--- src/rtl/reset_seq_pkg.sv ---
// Shared state encoding and default configuration for the reset sequencer.
// RESET_SEQ_SOFT_RESET_EN adds the SOFT_HOLD state used by the software reset handshake.
package reset_seq_pkg;

  localparam int DEF_NUM_STAGES  = 3;
  localparam int DEF_STAGE_DELAY = 16;
  localparam int DEF_SYNC_STAGES = 2;

  typedef enum logic [2:0] {
    HOLD      = 3'd0,
    SYNC      = 3'd1,
    RELEASE   = 3'd2,
`ifdef RESET_SEQ_SOFT_RESET_EN
    DONE      = 3'd3,
    SOFT_HOLD = 3'd4
`else
    DONE      = 3'd3
`endif
  } seq_state_e;

endpackage

--- src/rtl/reset_sync_chain.sv ---
// Asynchronous-assert, synchronous-deassert reset chain; sync_out rises DEPTH edges after reset drops.
module reset_sync_chain #(
  parameter int DEPTH = 2
) (
  input  logic clock,
  input  logic reset,
  output logic sync_out
);

  logic [DEPTH-1:0] chain_r;

  // Shift ones in behind a released reset; any reset assertion empties the chain at once.
  always_ff @(posedge clock or posedge reset) begin
    if (reset) begin
      chain_r <= {DEPTH{1'b0}};
    end else begin
      chain_r <= {chain_r[DEPTH-2:0], 1'b1};
    end
  end

  assign sync_out = chain_r[DEPTH-1];

endmodule

--- src/rtl/reset_sequencer.sv ---
// Releases NUM_STAGES active-low domain resets in ascending order, STAGE_DELAY cycles apart.
// Define RESET_SEQ_SOFT_RESET_EN to enable the soft_reset_req/soft_reset_ack handshake.
module reset_sequencer
  import reset_seq_pkg::*;
#(
  parameter int NUM_STAGES  = DEF_NUM_STAGES,
  parameter int STAGE_DELAY = DEF_STAGE_DELAY,
  parameter int SYNC_STAGES = DEF_SYNC_STAGES
) (
  input  logic                  clock,
  input  logic                  reset,
  input  logic                  soft_reset_req,
  output logic                  soft_reset_ack,
  output logic [NUM_STAGES-1:0] stage_reset_n,
  output logic                  all_ready,
  output logic                  busy
);

  localparam int CNT_W = $clog2(STAGE_DELAY + 1);
  localparam logic [CNT_W-1:0] CNT_LAST = CNT_W'(STAGE_DELAY - 1);

  seq_state_e            state_r, state_s;
  logic [CNT_W-1:0]      cnt_r, cnt_s;
  logic [NUM_STAGES-1:0] stage_r, stage_s;
  logic                  ack_r, ack_s;
  logic                  ready_r, busy_r;
  logic                  sync_done_s;
  logic                  interval_end_s;
  logic [NUM_STAGES-1:0] release_vec_s;

`ifndef RESET_SEQ_SOFT_RESET_EN
  logic unused_req_s;
  assign unused_req_s = soft_reset_req;
`endif

  reset_sync_chain #(.DEPTH(SYNC_STAGES)) u_sync (
    .clock    (clock),
    .reset    (reset),
    .sync_out (sync_done_s)
  );

  // Released bits form a contiguous run from bit 0, so adding one sets the next bit up.
  assign release_vec_s  = stage_r | (stage_r + NUM_STAGES'(1));
  assign interval_end_s = (cnt_r == CNT_LAST);

  // Next-state, counter and stage-release decisions.
  always_comb begin
    state_s = state_r;
    cnt_s   = cnt_r;
    stage_s = stage_r;
    ack_s   = 1'b0;
    case (state_r)
      HOLD, SYNC: begin
        if (!sync_done_s) begin
          state_s = HOLD;
          cnt_s   = {CNT_W{1'b0}};
          stage_s = {NUM_STAGES{1'b0}};
        end else if (interval_end_s) begin
          state_s = RELEASE;
          cnt_s   = {CNT_W{1'b0}};
          stage_s = release_vec_s;
        end else begin
          state_s = SYNC;
          cnt_s   = cnt_r + CNT_W'(1);
        end
      end
      RELEASE: begin
        if (&stage_r) begin
          state_s = DONE;
        end else if (interval_end_s) begin
          cnt_s   = {CNT_W{1'b0}};
          stage_s = release_vec_s;
        end else begin
          cnt_s   = cnt_r + CNT_W'(1);
        end
      end
      DONE: begin
`ifdef RESET_SEQ_SOFT_RESET_EN
        if (soft_reset_req) begin
          state_s = SOFT_HOLD;
          cnt_s   = {CNT_W{1'b0}};
          stage_s = {NUM_STAGES{1'b0}};
          ack_s   = 1'b1;
        end else begin
          state_s = DONE;
        end
`else
        state_s = DONE;
`endif
      end
`ifdef RESET_SEQ_SOFT_RESET_EN
      SOFT_HOLD: begin
        // Soft release skips the synchronizer: counting starts on the edge that drops ack.
        if (soft_reset_req) begin
          ack_s = 1'b1;
        end else begin
          state_s = RELEASE;
          cnt_s   = {CNT_W{1'b0}};
        end
      end
`endif
      default: begin
        state_s = HOLD;
        cnt_s   = {CNT_W{1'b0}};
        stage_s = {NUM_STAGES{1'b0}};
      end
    endcase
  end

  // State and registered outputs, all cleared asynchronously by reset.
  always_ff @(posedge clock or posedge reset) begin
    if (reset) begin
      state_r <= HOLD;
      cnt_r   <= {CNT_W{1'b0}};
      stage_r <= {NUM_STAGES{1'b0}};
      ack_r   <= 1'b0;
      ready_r <= 1'b0;
      busy_r  <= 1'b1;
    end else begin
      state_r <= state_s;
      cnt_r   <= cnt_s;
      stage_r <= stage_s;
      ack_r   <= ack_s;
      ready_r <= (state_s == DONE);
      busy_r  <= (state_s != DONE);
    end
  end

  assign stage_reset_n  = stage_r;
  assign soft_reset_ack = ack_r;
  assign all_ready      = ready_r;
  assign busy           = busy_r;

endmodule

--- config.mk ---
export PLATFORM = sky130hd
export DESIGN_NAME = reset_sequencer
export DESIGN_NICKNAME = d
export VERILOG_FILES = /design/src/rtl/reset_seq_pkg.sv /design/src/rtl/reset_sync_chain.sv /design/src/rtl/reset_sequencer.sv
export SDC_FILE = /design/constraint.sdc
export NUM_CORES = 1
export LEC_CHECK = 0
export ABC_CLOCK_PERIOD_IN_PS = 4050
export CORE_AREA = 2 2 39 41
export CTS_CLUSTER_SIZE = 8
export DETAILED_ROUTE_END_ITERATION = 8
export DIE_AREA = 0 0 41 43
export GPL_TIMING_DRIVEN = 1
export PLACE_DENSITY = 0.7
export SYNTH_ARGS = -nofsm -noshare
export SYNTH_HDL_FRONTEND = slang
export SYNTH_SLANG_ARGS = --single-unit
--- constraint.sdc ---
create_clock -name clock -period 4.05 [get_ports clock]
set_input_delay 0.6075 -clock clock [delete_from_list [all_inputs] [get_ports clock]]
set_output_delay 0.6075 -clock clock [all_outputs]
set_load 0.02 [all_outputs]
Fig. 1: signal wires by layer
The bar under the picture is 10 um long. Only two layers are drawn.
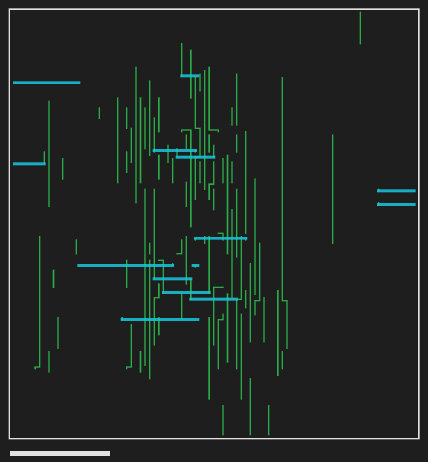
- green: metal 2 (wire length 444 um)
- cyan: metal 3 (wire length 61.2 um)
Routed Wire Length: 944 um
via count: 423
GRT Util Overall: 14.95%
Avg WL per Cell: 12.26 um

Fig. 2: signal metal coverage by tile
The bar under the picture is 10 um long. 8 x 9 tiles, from black (low) to pale yellow (high), scaled to the fullest tile. Values are wire area over tile area, all layers added.
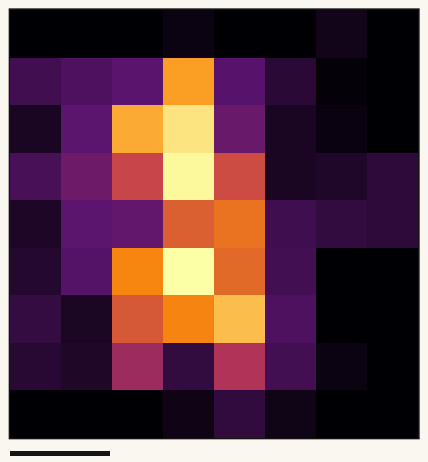
- tiles over half the peak: 19%
- nearly empty tiles: 26%
- emptiest ninth of the die: upper right
- mean over tiles: 0.089
- densest ninth of the die: center
- fullest tile: 0.38

Fig. 3: sequential cells grouped by signal name
Other sequential cells in the stronger gray, the rest of the logic in the fainter gray.
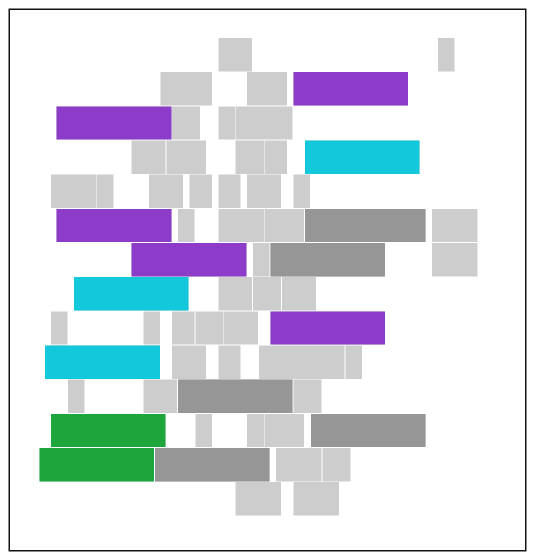
- purple: cnt_r (placed flops 5)
- green: u_sync.chain_r (placed flops 2)
- cyan: state_r (placed flops 3)
sequential share of cell area: 52.35%
seq pwr: 0.000155 W
fin util: 51.99%

Fig. 4: placed cells, one color a class
Fill, decap, tap and diode cells in gray.
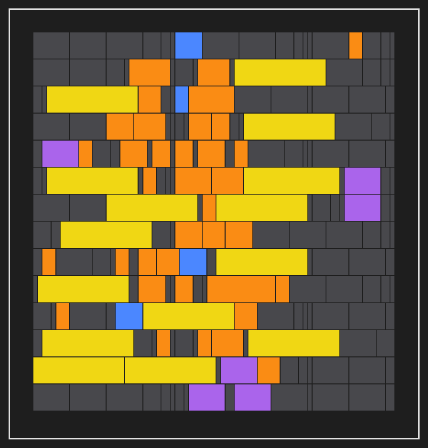
- blue: clock drivers and dummy loads (cells 4)
- orange: combinational and other logic (cells 36)
- purple: other buffers and delay cells (cells 6)
- yellow: flops (cells 15)

Fig. 5: cell outlines without signal wires
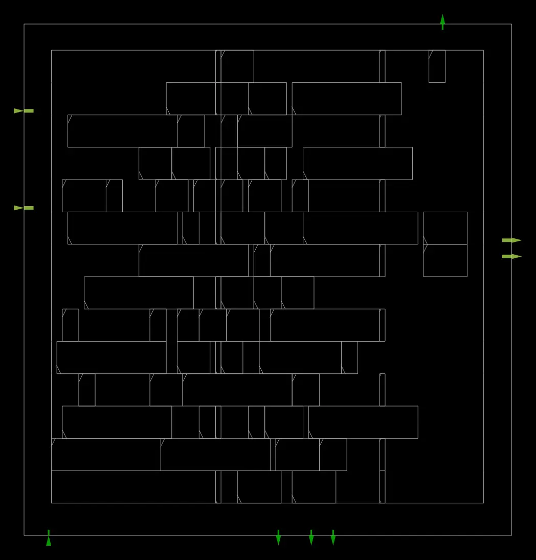
Non-Filler Instances: 77
Core Area: 1384 sq um
tapcell count: 16

==> flow_summary.yaml <==
# yosys + openroad results
logic_synthesis:
  top_area_cell: "dfrtp_1"
  ys_async_sr_fraction_pct: 100.0
  top_area_share_pct: 56.80
  netlist_instances: 51
  synth.ff_latch_count: 15
route:
  wl_met2_um: 444
  wl_met3_um: 61
  viasPerCell: 5.494
  firstDrtPassIters: 4
placed_design:
  hpwl_um: 680.5
  dp_cells: 73
  pre_cts_slack_ns: 2.365
  placed_cell_area_sq_um: 693.2
power:
  fin_total_pwr_w: 0.0002503
  powerClk_w: 0.0000837
  leakagePower_nw: 0.3412
  power_density_nw_per_um2: 348.0
  power_top_consumer: "registers"
  comb_power_share_pct: 4.5
critical_path:
  worst-path-buf-inv: 1
  start_kind: "flip-flop"
  max_stage_delay_ns: 0.59
  criticalPathCategory: "reg2out"
grt:
  grt_pass1_vias: 379
  met2_usage_pct: 19.06
  grt_pass1_wl_um: 1621
  antenna_found_initial: 0
  grt_use_met3_pct: 4.712
timing:
  fin_crit_sh_pct: 49.28
  finalSetupViolations: 0
  tightest_slew_ns: 0.5336
  fmax_mhz: 501.0
floorplan:
  die_area_sq_um: 1763
clock_tree:
  post_cts_buffers: 0
  cts_buffers: 3
  clk_pin_slew_ns: 0.08
  cts_resized: 0
  numClockSinks: 15
  clock_path_buffers: 2
run_status:
  outcome: "finished clean"
finish:
  fillers: 137
  final_design_area_no_fill_sq_um: 719.4
flow_run:
  warning_count: 27
==> final cells by class <==
class | instances | share of cell area, %
multi-input combinational | 34 | 31.83
clock buffer | 4 | 3.652
timing repair buffer | 6 | 8.348
sequential | 15 | 52.35
tap | 16 | 2.783
inverter | 2 | 1.043
==> cell usage in the layout (no fill, tap or decap) <==
cell type	instances
nand3_1	2
nor3_2	1
clkdlybuf4s50_1	6
nor2_1	6
o21bai_1	1
clkbuf_1	1
ha_1	1
dfstp_2	1
a41oi_1	1
nor3b_4	1
clkbuf_4	3
a21oi_1	2
nor2b_1	1
nor4b_1	1
o21ai_0	1
and3_1	1
mux2_2	1
inv_1	1
nand2b_1	2
a22o_1	2
a31oi_1	2
a21o_1	2
inv_2	1
o31ai_1	2
dfrtp_1	14
conb_1	3
o21a_1	1
==> kinds of logic (layout without fill, tap and decap cells) <==
family                     Yosys count  after routing  synth area share [%]
adders and majority gates            1              1                 2.028
and+or+nand+nor                     15             15                 15.42
AOI/OAI and AO/OA                   14             14                 16.02
buffers and inverters                3             12                 2.433
other                                2              3                 1.217
muxes                                1              1                 1.825
DFF                                 15             15                 61.06
==> worst paths after layout <==
kind,startpoint,to,slack (ns),cells past startpoint
min in group asynchronous,reset,cnt_r[2],0.65,2
hold reg to reg,u_sync.chain_r[0],u_sync.chain_r[1],0.37,0
max in group asynchronous,reset,busy,3.03,2
hold / removal,u_sync.chain_r[0],u_sync.chain_r[1],0.37,0
setup reg to reg,cnt_r[0],cnt_r[0],2.44,5
setup / recovery,busy,busy,2.05,1
==> sequential cells by signal, summed over array words and instances, names as in the netlist <==
signal	flops
state_r	3
all_ready	1
cnt_r	5
busy	1
u_sync.chain_r	2
stage_reset_n	3
Power figures rest on the tool's default switching activity, not on a simulated workload.
